[config.mk]
export PLATFORM = sky130hd
export DESIGN_NAME = idli_sqi_ctrl_m
export DESIGN_NICKNAME = d
export VERILOG_FILES = /design/src/rtl/idli_sqi_ctrl_m.sv
export SDC_FILE = /design/constraint.sdc
export NUM_CORES = 1
export LEC_CHECK = 0
export ABC_AREA = 1
export ABC_CLOCK_PERIOD_IN_PS = 3200
export CAP_MARGIN = 20
export CELL_PAD_IN_SITES_DETAIL_PLACEMENT = 1
export CELL_PAD_IN_SITES_GLOBAL_PLACEMENT = 1
export CORE_AREA = 2 2 86 88
export CTS_BUF_LIST = sky130_fd_sc_hd__clkbuf_8
export DETAILED_ROUTE_END_ITERATION = 7
export DIE_AREA = 0 0 88 90
export PLACE_DENSITY = 0.9
export SLEW_MARGIN = 15
export SYNTH_ARGS = -nofsm -noshare
export SYNTH_HDL_FRONTEND = slang
export SYNTH_SLANG_ARGS = --single-unit
[constraint.sdc]
create_clock -name i_ctl_gck -period 3.2 [get_ports i_ctl_gck]
set_input_delay 0.48 -clock i_ctl_gck [delete_from_list [all_inputs] [get_ports i_ctl_gck]]
set_output_delay 0.48 -clock i_ctl_gck [all_outputs]
set_load 0.03 [all_outputs]
[src/rtl/idli_sqi_ctrl_m.sv]
// ---------------------------------------------------------------------------
// idli_sqi_ctrl_m
//   Quad-SPI (SQI) memory controller. One 16-bit word per request:
//   CMD (2 nibbles: 0x03 read / 0x02 write), ADDR (6 nibbles of byte
//   address), DUMMY (reads only, DUMMY_NIBBLES slots), DATA (4 nibbles),
//   then a one-cycle DONE carrying rsp_vld. Every nibble slot is two
//   cycles: SCK low while SIO changes, SCK high, sample at the end.
//
//   Ports
//     i_ctl_gck / i_ctl_rst_n   clock, async active-low reset
//     i_ctl_req_*/o_ctl_req_rdy request handshake (wr, word addr, data)
//     o_ctl_rsp_vld/_data       completion pulse and read data
//     o_ctl_mem_sck/_cs/_en     memory clock, select (low), SIO drive enable
//     o_ctl_mem_sio/i_ctl_mem_sio  SIO nibble out / in
//
//   Build option IDLI_SQI_CTRL_BURST_EN: adds a HOLD state after DATA that
//   keeps CS low and accepts a same-direction request to the next word,
//   continuing straight into DATA.
// ---------------------------------------------------------------------------
package idli_sqi_pkg;
  typedef logic [3:0] slice_t;
endpackage

module idli_sqi_ctrl_m
  import idli_sqi_pkg::*;
#(
  parameter int unsigned DUMMY_NIBBLES = 2
) (
  input  logic        i_ctl_gck,
  input  logic        i_ctl_rst_n,
  input  logic        i_ctl_req_vld,
  output logic        o_ctl_req_rdy,
  input  logic        i_ctl_req_wr,
  input  logic [15:0] i_ctl_req_addr,
  input  logic [15:0] i_ctl_req_data,
  output logic        o_ctl_rsp_vld,
  output logic [15:0] o_ctl_rsp_data,
  output logic        o_ctl_mem_sck,
  output logic        o_ctl_mem_cs,
  output slice_t      o_ctl_mem_sio,
  input  slice_t      i_ctl_mem_sio,
  output logic        o_ctl_mem_en
);

  typedef enum logic [2:0] {
    S_IDLE, S_CMD, S_ADDR, S_DUMMY, S_DATA, S_DONE, S_HOLD
  } state_e;

  localparam logic [2:0] DUM_LAST =
    (DUMMY_NIBBLES == 0) ? 3'd0 : 3'(DUMMY_NIBBLES - 1);

  state_e      state_q, state_d;
  logic [2:0]  cnt_q, cnt_d;      // nibble slot within the current state
  logic        ph_q, ph_d;        // 0: SCK low / drive, 1: SCK high / sample
  logic        wr_q, wr_d;
  logic [15:0] addr_q, addr_d;
  logic [15:0] data_q, data_d;
  logic [15:0] rsp_data_q, rsp_data_d;
  logic        live_q, live_d;    // keeps rdy low while reset is applied

  logic        in_slot, slot_last, rdy, accept;
  logic [7:0]  cmd;
  logic [23:0] baddr;

  always_ff @(posedge i_ctl_gck or negedge i_ctl_rst_n) begin
    if (!i_ctl_rst_n) begin
      state_q    <= S_IDLE;
      cnt_q      <= '0;
      ph_q       <= 1'b0;
      wr_q       <= 1'b0;
      addr_q     <= '0;
      data_q     <= '0;
      rsp_data_q <= '0;
      live_q     <= 1'b0;
    end else begin
      state_q    <= state_d;
      cnt_q      <= cnt_d;
      ph_q       <= ph_d;
      wr_q       <= wr_d;
      addr_q     <= addr_d;
      data_q     <= data_d;
      rsp_data_q <= rsp_data_d;
      live_q     <= live_d;
    end
  end

  always_comb begin
    state_d    = state_q;
    cnt_d      = cnt_q;
    ph_d       = ph_q;
    wr_d       = wr_q;
    addr_d     = addr_q;
    data_d     = data_q;
    rsp_data_d = rsp_data_q;
    live_d     = 1'b1;

    in_slot = (state_q == S_CMD) || (state_q == S_ADDR) ||
              (state_q == S_DUMMY) || (state_q == S_DATA);

    rdy = live_q && (state_q == S_IDLE);
`ifdef IDLI_SQI_CTRL_BURST_EN
    // Burst continuation: same direction, next word, no address wrap.
    if (state_q == S_HOLD)
      rdy = live_q && i_ctl_req_vld && (i_ctl_req_wr == wr_q) &&
            (i_ctl_req_addr == addr_q + 16'd1) && (addr_q != 16'hFFFF);
`endif
    accept = rdy && i_ctl_req_vld;

    case (state_q)
      S_CMD:   slot_last = (cnt_q == 3'd1);
      S_ADDR:  slot_last = (cnt_q == 3'd5);
      S_DUMMY: slot_last = (cnt_q == DUM_LAST);
      S_DATA:  slot_last = (cnt_q == 3'd3);
      default: slot_last = 1'b0;
    endcase

    if (in_slot) begin
      ph_d = ~ph_q;
      if (ph_q) cnt_d = slot_last ? 3'd0 : cnt_q + 3'd1;
    end

    case (state_q)
      S_IDLE: if (accept) begin
        wr_d    = i_ctl_req_wr;
        addr_d  = i_ctl_req_addr;
        data_d  = i_ctl_req_data;
        cnt_d   = '0;
        ph_d    = 1'b0;
        state_d = S_CMD;
      end
      S_CMD:   if (ph_q && slot_last) state_d = S_ADDR;
      S_ADDR:  if (ph_q && slot_last)
                 state_d = (!wr_q && DUMMY_NIBBLES != 0) ? S_DUMMY : S_DATA;
      S_DUMMY: if (ph_q && slot_last) state_d = S_DATA;
      S_DATA: begin
        if (ph_q && !wr_q) rsp_data_d = {rsp_data_q[11:0], i_ctl_mem_sio};
`ifdef IDLI_SQI_CTRL_BURST_EN
        if (ph_q && slot_last) state_d = S_HOLD;
`else
        if (ph_q && slot_last) state_d = S_DONE;
`endif
      end
      S_DONE: state_d = S_IDLE;
`ifdef IDLI_SQI_CTRL_BURST_EN
      S_HOLD: if (accept) begin
        addr_d  = i_ctl_req_addr;
        data_d  = i_ctl_req_data;
        cnt_d   = '0;
        ph_d    = 1'b0;
        state_d = S_DATA;
      end else begin
        state_d = S_IDLE;
      end
`endif
      default: state_d = S_IDLE;
    endcase
  end

  assign cmd   = {7'b0000001, ~wr_q};
  assign baddr = {7'b0, addr_q, 1'b0};

  // SIO output nibble, MSB first within each field; 0 whenever not driving.
  always_comb begin
    o_ctl_mem_sio = '0;
    case (state_q)
      S_CMD:   o_ctl_mem_sio = cnt_q[0] ? cmd[3:0] : cmd[7:4];
      S_ADDR:  o_ctl_mem_sio = slice_t'(baddr >> {3'd5 - cnt_q, 2'b00});
      S_DATA:  if (wr_q)
                 o_ctl_mem_sio = slice_t'(data_q >> {2'd3 - cnt_q[1:0], 2'b00});
      default: ;
    endcase
  end

  assign o_ctl_req_rdy  = rdy;
  assign o_ctl_mem_sck  = in_slot && ph_q;
  assign o_ctl_mem_cs   = !(in_slot || (state_q == S_HOLD));
  assign o_ctl_mem_en   = (state_q == S_CMD) || (state_q == S_ADDR) ||
                          ((state_q == S_DATA) && wr_q);
  assign o_ctl_rsp_vld  = (state_q == S_DONE) || (state_q == S_HOLD);
  assign o_ctl_rsp_data = rsp_data_q;

endmodule

Run 1, signal metal coverage by tile:
Bar = 20 µm. The die is cut into 18 by 18 equal tiles; dark purple is low, yellow is high, scaled to the fullest tile. Values are wire area over tile area, all layers added.
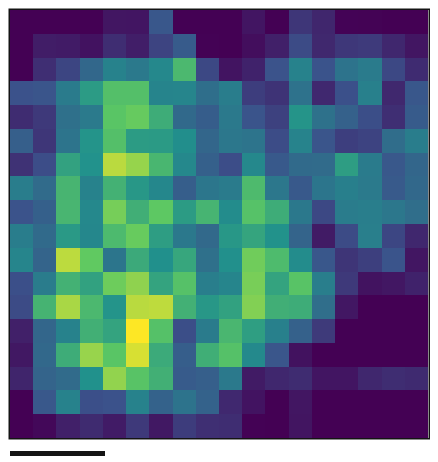
fullest tile: 0.45
tiles over half the peak: 25%
mean over tiles: 0.15
emptiest ninth of the die: lower right

Run 1, where the registers sit:
Other sequential cells in the stronger gray, the rest of the logic in the fainter gray.
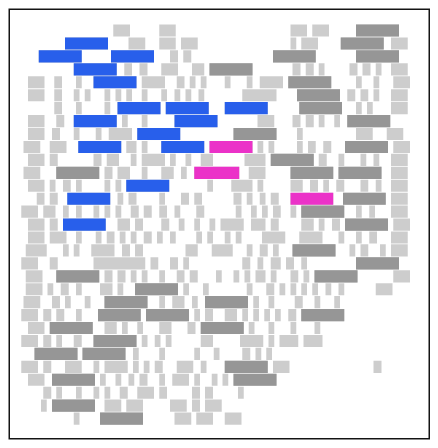
| color | netlist name | flops |
|---|---|---|
| magenta | cnt_q | 3 |
| blue | data_q | 16 |
sequential power: 0.00130 W
flip-flop and latch area: 1430 µm²
Finished Core Util: 51.5%
sequential cell area share: 39.5%

Run 1, cell sizes after repair:
Bar = 20 µm.
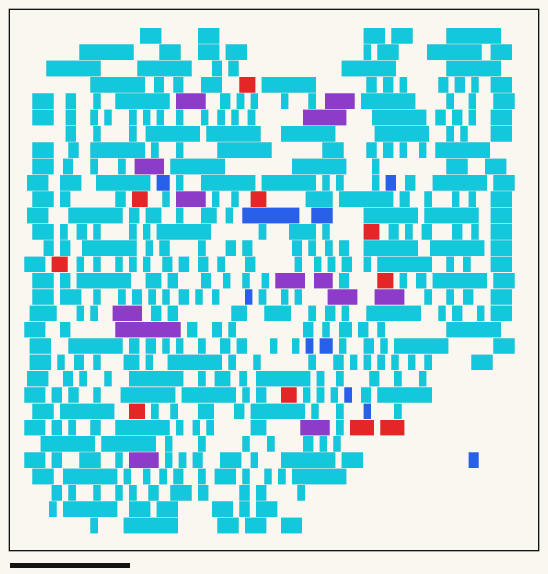
| color | size | cells |
|---|---|---|
| blue | x2 | 10 |
| purple | x6 and larger | 13 |
| cyan | x1 and smaller | 371 |
| red | x3 and x4 | 10 |

==> results.toml, run 1 <==
# synthesis and place-and-route metrics
[timing]
timing.setup.tns_ns = 0
drv_slew = 0
finalSetupViolCount = 0
final-hold-violation-count = 0
max_freq_mhz = 333
clock_skew_ns = 0.00739
period_needed_ns = 3.01
timing.final.crit_share_pct = 94.0

[finish]
drive_gt1_share_pct = 8.17
comb_area_um2 = 1100
nets = 442
syn_to_final_growth_pct = 34.0
fin_cells = 503
fillers = 860
lay_top_count = "nand2_1"
antenna_cells = 0
layout_top_cells = "nand2_1 (112), clkdlybuf4s50_1 (62), dfrtp_1 (56)"

[logic_synthesis]
adder_share_pct = 1.39
xor_share_pct = 0
syn_nets = 378
avgSynthCellArea_um2 = 8.06
synthCells = 335
yosys_area_um2 = 2700
ys.flops = 57
simple_gate_area_share_pct = 29.4
yosys.area_share.aoi_pct = 9.82
yosysSeqAreaShare_pct = 52.8
synthMuxAreaShare_pct = 0
yosysWarnings = 0
synthTopLogicFamily = "simple AND/OR/NAND/NOR gates"
netlist_area_um2 = 2700
yosys_cells = 335
synth_cell_types = 25

[worst_setup_path]
start_kind = "flop"
end_kind = "primary output"
critical-path-top-delay-family = "buffers and inverters"
required_ns = 2.72
cpPeakStageDelay_ns = 0.68
crit_chain = "inv_1, ha_1, a21oi_1, o21ai_0, nand3_1, clkdlybuf4s50_1"
arrival_ns = 2.53
crit_fanout = 10
critPathKind = "flop to primary output"
critPathBufInv = 2
cp_slowest_cell = "clkdlybuf4s50_1"

[die]
pin_count = 65
num_rows = 31
fp_util_pct = 38.5
die_height_um = 90
fp.coreArea_um2 = 7020
die_x_um = 88
die_area_um2 = 7920

[detailed_routing]
routed_wl_um = 7520
antenna_left = 0
routedWlPerCell_um = 14.9
first_iter_violations = 107
num_vias = 2494
vias_per_cell = 4.96
drc_errors = 0
dr.pass1.iters = 4

[clock_tree]
post-cts-setup-buffers = 0
ctsHoldBuffers = 0
clockBufferDepth = 2
cts.sinks = 57
cts.repair.resized = 0
path_clk_slew_ns = 0.07
clk_latency_ns = 0.35
root_buffer = "clkbuf_8"
cts_buffers = 9
h-tree-depth = 3
cts_tree = "done"

[placement]
gp_congestion = 0.883
port_buffers = 64
dp.cells = 487
hpwl_um = 5340

[hold_path]
hp-class = "input port to async pin"

[global_route]
antenna_found_initial = 0
gr-usage-met2_pct = 35.5
grt_pass1_vias = 2627
grt_usage_pct = 20.6
busiest_layer = "met2"
grtUsageMet1_pct = 24.4
grt_first_pass_wirelength_um = 12600
grt_use_met3_pct = 5.05
grt_max_degree = 40
gr-total-overflow = 0

[power_and_ir_drop]
p_leak_nw = 1.78
power_density_nw_per_um2 = 984
ir_drop_uv = 561

[run]
drv_cap = 0
log.warning_count = 26

[run_status]
outcome = "finished clean"
==> run 1: cell usage after synthesis, drive strengths merged <==
master / n / area share, %
o211ai: 2 / 0.56
nor2: 30 / 5.4
nand2: 113 / 16
conb: 1 / 0.14
nor3: 1 / 0.19
a21oi: 15 / 2.8
dfrtp: 57 / 53
o31ai: 1 / 0.28
inv: 23 / 3.2
clkbuf: 9 / 1.3
nand4: 1 / 0.23
o21ai: 26 / 4.8
ha: 3 / 1.4
nand3: 41 / 7.8
buf: 7 / 2.0
a22oi: 4 / 1.1
a21o: 1 / 0.28
==> run 1: flip-flops by register name, indices dropped and copies added (netlist names) <==
| register | flops |
|---|---|
| addr_q | 16 |
| data_q | 16 |
| o_ctl_rsp_data | 16 |
| cnt_q | 3 |
| state_q | 3 |
| live_q | 1 |
| ph_q | 1 |
| wr_q | 1 |
==> run 1: final cells by class <==
type	count	area share, %
Clock buffer	10	3.80
Tap cell	99	3.42
Multi-Input combinational cell	239	30.4
Clock inverter	6	1.83
Timing Repair Buffer	69	18.7
Inverter	23	2.39
Sequential cell	57	39.5
==> run 1: metrics by stage <==
step           cell area (µm²)  hold slack, ns  util (%)  setup slack [ns]  power [W]
5_1_grt                   3620           0.107      51.5         -0.000520    0.00382
3_5_place_dp              3410           0.449      48.6             0.513    0.00286
3_3_place_gp              3410           0.443      48.6             0.559    0.00277
2_1_floorplan             2700           0.184         -             0.990    0.00226
6_report                  3620          0.0721      51.5             0.193    0.00356
4_1_cts                   3610          0.0784      51.5            0.0585    0.00359
==> run 1: final timing paths <==
check	startpoint	endpoint	slack, ns	cells past startpoint
setup / recovery	cnt_q[1]	o_ctl_mem_sio[0]	0.19	6
hold / removal	i_ctl_rst_n	addr_q[0]	0.07	1
setup reg to reg	state_q[0]	data_q[1]	0.93	10
hold reg to reg	data_q[0]	data_q[0]	0.48	2
max in group asynchronous	i_ctl_rst_n	cnt_q[0]	2.25	2
min in group i_ctl_gck	data_q[0]	data_q[0]	0.48	2
==> run 1: logic make-up (layout without fill, tap and decap cells) <==
family / count (synthesis) / in the layout
AND/OR/NAND/NOR: 186 / 186
flip-flops: 57 / 57
AND-OR/OR-AND: 49 / 49
buffers and inverters: 39 / 108
adder cells (fa/ha/maj): 3 / 3
other: 1 / 1
==> run 1: routing by layer <==
metal / vias to the layer above / wire length, µm
li1: 1207 / -
met1: 1207 / 3090
met2: 67 / 3960
met3: 13 / 287
met4: 0 / 180
met5: - / 0
==> run 1: worst register-to-register path, delay by kind of cell (launching register included) <==
kind	cells	cell delay, ns
simple gates	6	0.89
buf+inv	4	0.78
flops	1	0.49
==> run 1: report_power, final <==
part	switching (W)	total (W)	leakage (nW)	internal, W
sequential	0.000266	0.00130	0.715	0.00103
clock	0.000320	0.000701	0.0949	0.000381
combinational	0.000980	0.00156	0.974	0.000580
total	0.00157	0.00356	1.78	0.00199
--- run 2 (diff from run 1) ---
Settings changed: CTS_CLUSTER_SIZE set to 25.
Run 2, routed clock nets over the placement:
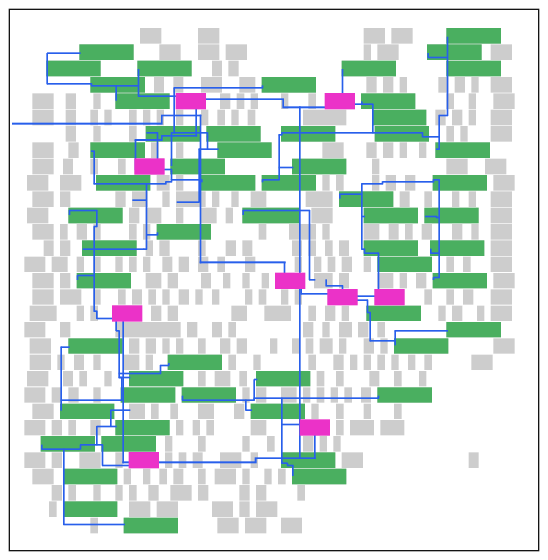
[magenta] clock-net drivers | count: 9
[blue] clock wires | length: 833 µm
[green] flip-flops | count: 57
routed clock nets: 10
flops lie: spread over the die

Run 2, cell sizes after repair:
Bar = 20 µm.
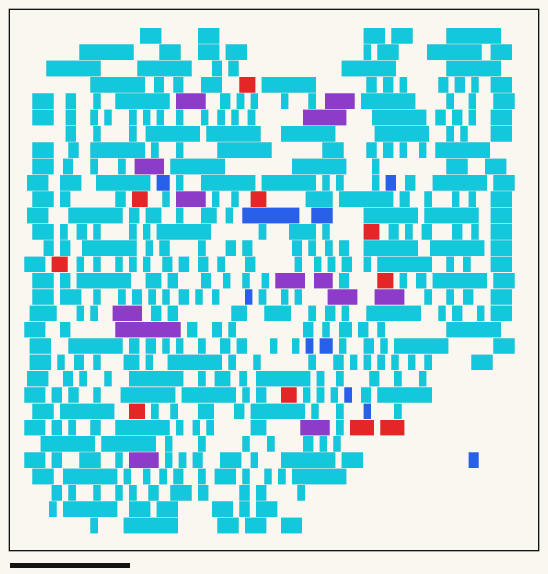
| color | size | cells |
|---|---|---|
| purple | x6 and larger | 13 |
| red | x3 and x4 | 10 |
| cyan | x1 and smaller | 371 |
| blue | x2 | 10 |

Run 2, where the registers sit:
Other sequential cells in the stronger gray, the rest of the logic in the fainter gray.
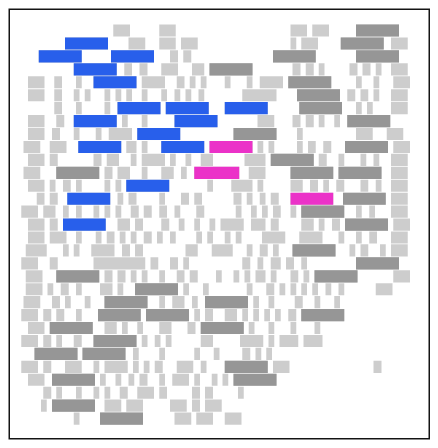
| color | netlist name | flops |
|---|---|---|
| blue | data_q | 16 |
| magenta | cnt_q | 3 |

==> run 2 against run 1 <==
  * Sequential share of layout area is the same
  * Global-route usage did not move
  * Synthesized area stayed put
==> results.toml, run 2 <==
# synthesis and place-and-route metrics
[logic_synthesis]
synth_cell_types = 25
top_cell_area_share_pct = 52.8
async_flop_share_pct = 100
ys_top_cells_by_count = "nand2_1 (112), dfrtp_1 (57), nand3_1 (40)"
post-synth-top-count-cell = "nand2_1"
netlist_area_um2 = 2700
edf_count = 0
syn_nets = 378
yosysTopAreaCell = "dfrtp_1"
synthCells = 335
yosys_cells = 335
avgSynthCellArea_um2 = 8.06
yosys_area_um2 = 2700
yosysSeqAreaShare_pct = 52.8
top_cells_by_area = "dfrtp_1 (53%), nand2_1 (16%), nand3_1 (7.4%), o21ai_0 (4.6%), nor2_1 (3.6%)"
yosysWarnings = 0
synthFlopType = "dfrtp_1"
ys.flops = 57

[clock_tree]
clk_latency_ns = 0.35
clockBufferDepth = 2
path_clk_slew_ns = 0.07
cts_tree = "done"
cts_buffers = 9
h-tree-depth = 3
root_buffer = "clkbuf_8"
ctsHoldBuffers = 0
cts.sinks = 57

[placement]
gp_congestion = 0.883
hpwl_um = 5340
port_buffers = 64
dpl_cell_area_um2 = 3410

[global_route]
grt_usage_pct = 20.6
gr-total-overflow = 0
antenna_found_initial = 0
grt_first_pass_wirelength_um = 12600
grt_max_degree = 40
grt_pass1_vias = 2627

[detailed_routing]
routedWlPerCell_um = 14.9
drc_errors = 0
routed_wl_um = 7520
dr.pass1.iters = 4
vias_per_cell = 4.96
num_vias = 2494
antenna_left = 0
first_iter_violations = 107

[finish]
lay_top_count = "nand2_1"
syn_to_final_growth_pct = 34.0
fillers = 860
design_area_um2 = 3620
layout_top_cells = "nand2_1 (112), clkdlybuf4s50_1 (62), dfrtp_1 (56)"
antenna_cells = 0
utilization_pct = 51.5
nets = 442
drive_gt1_share_pct = 8.17

[timing]
final-hold-violation-count = 0
period_needed_ns = 3.01
clock_skew_ns = 0.00739
holdWs_ns = 0.0721
finalSetupViolCount = 0
timing.final.crit_share_pct = 94.0
max_freq_mhz = 333
drv_slew = 0

[run]
log.warning_count = 26
drv_cap = 0

[worst_setup_path]
critPathKind = "flop to primary output"
crit_chain = "inv_1, ha_1, a21oi_1, o21ai_0, nand3_1, clkdlybuf4s50_1"
cpPeakStageDelay_ns = 0.68
start_kind = "flop"
critPathBufInv = 2
end_kind = "primary output"
rrSetupSlack_ns = 0.93
required_ns = 2.72
critical-path-top-delay-family = "buffers and inverters"
arrival_ns = 2.53
crit_fanout = 10
cp_slowest_cell = "clkdlybuf4s50_1"

[die]
num_rows = 31
fp.coreArea_um2 = 7020
die_area_um2 = 7920
fp_util_pct = 38.5
die_x_um = 88
die_height_um = 90
pin_count = 65

[power_and_ir_drop]
power_density_nw_per_um2 = 984
p_leak_nw = 1.78
ir_drop_uv = 561
power.total_w = 0.00356

[hold_path]
hp-class = "input port to async pin"

[run_status]
outcome = "finished clean"
run 2: cell counts after synthesis:
Identical to the previous run, type by type.
run 2: power breakdown:
part / internal [W] / switching (W)
registers: 0.00103 / 0.000266
clock network: 0.000381 / 0.000320
logic: 0.000580 / 0.000980
total: 0.00199 / 0.00157
run 2: logic make-up after synthesis:
kind of cell,Yosys count,synth area share (%)
AOI/OAI and AO/OA,49,9.82
other,1,0.139
DFF,57,52.8
buffers and inverters,39,6.44
adders and majority gates,3,1.39
and+or+nand+nor,186,29.4
run 2: final timing paths:
path,start,to,cells past startpoint
min,i_ctl_rst_n,addr_q[0],1
max reg2reg,state_q[0],data_q[1],10
max,cnt_q[1],o_ctl_mem_sio[0],6
min reg2reg,data_q[0],data_q[0],2
min in group i_ctl_gck,data_q[0],data_q[0],2
max in group asynchronous,i_ctl_rst_n,cnt_q[0],2
run 2: through the flow:
step	worst slack (ns)	TNS, ns	std cells
5_1_grt	-0.000520	-0.000520	503
3_3_place_gp	0.559	0	487
6_report	0.193	0	503
4_1_cts	0.0585	0	503
2_1_floorplan	0.990	0	335
3_5_place_dp	0.513	0	487
run 2: timing repair:
| action | in CTS | in global routing |
|---|---|---|
| gates resized | 0 | 3 |
| buffers inserted | 0 | 0 |
| endpoints found under the setup margin | 0 | 3 |
run 2: final cells by class:
type	count	area [µm²]	area share (%)
multi-input combinational	239	1100	30.4
clock inverter	6	66.3	1.83
timing repair buffer	69	676	18.7
sequential	57	1430	39.5
clock buffer	10	138	3.80
inverter	23	86.3	2.39
tap	99	124	3.42
run 2: metal layers:
metal  up-vias  share of wire, %  routed length [µm]  global-route usage (%)
li1       1207                 -                   -                       -
met2        67                53                3960                    35.5
met3        13               3.8                 287                    5.05
met5         -                 0                   0                       0
met1      1207                41                3090                    24.4
met4         0               2.4                 180                    7.69
Power figures rest on the tool's default switching activity, not on a simulated workload.
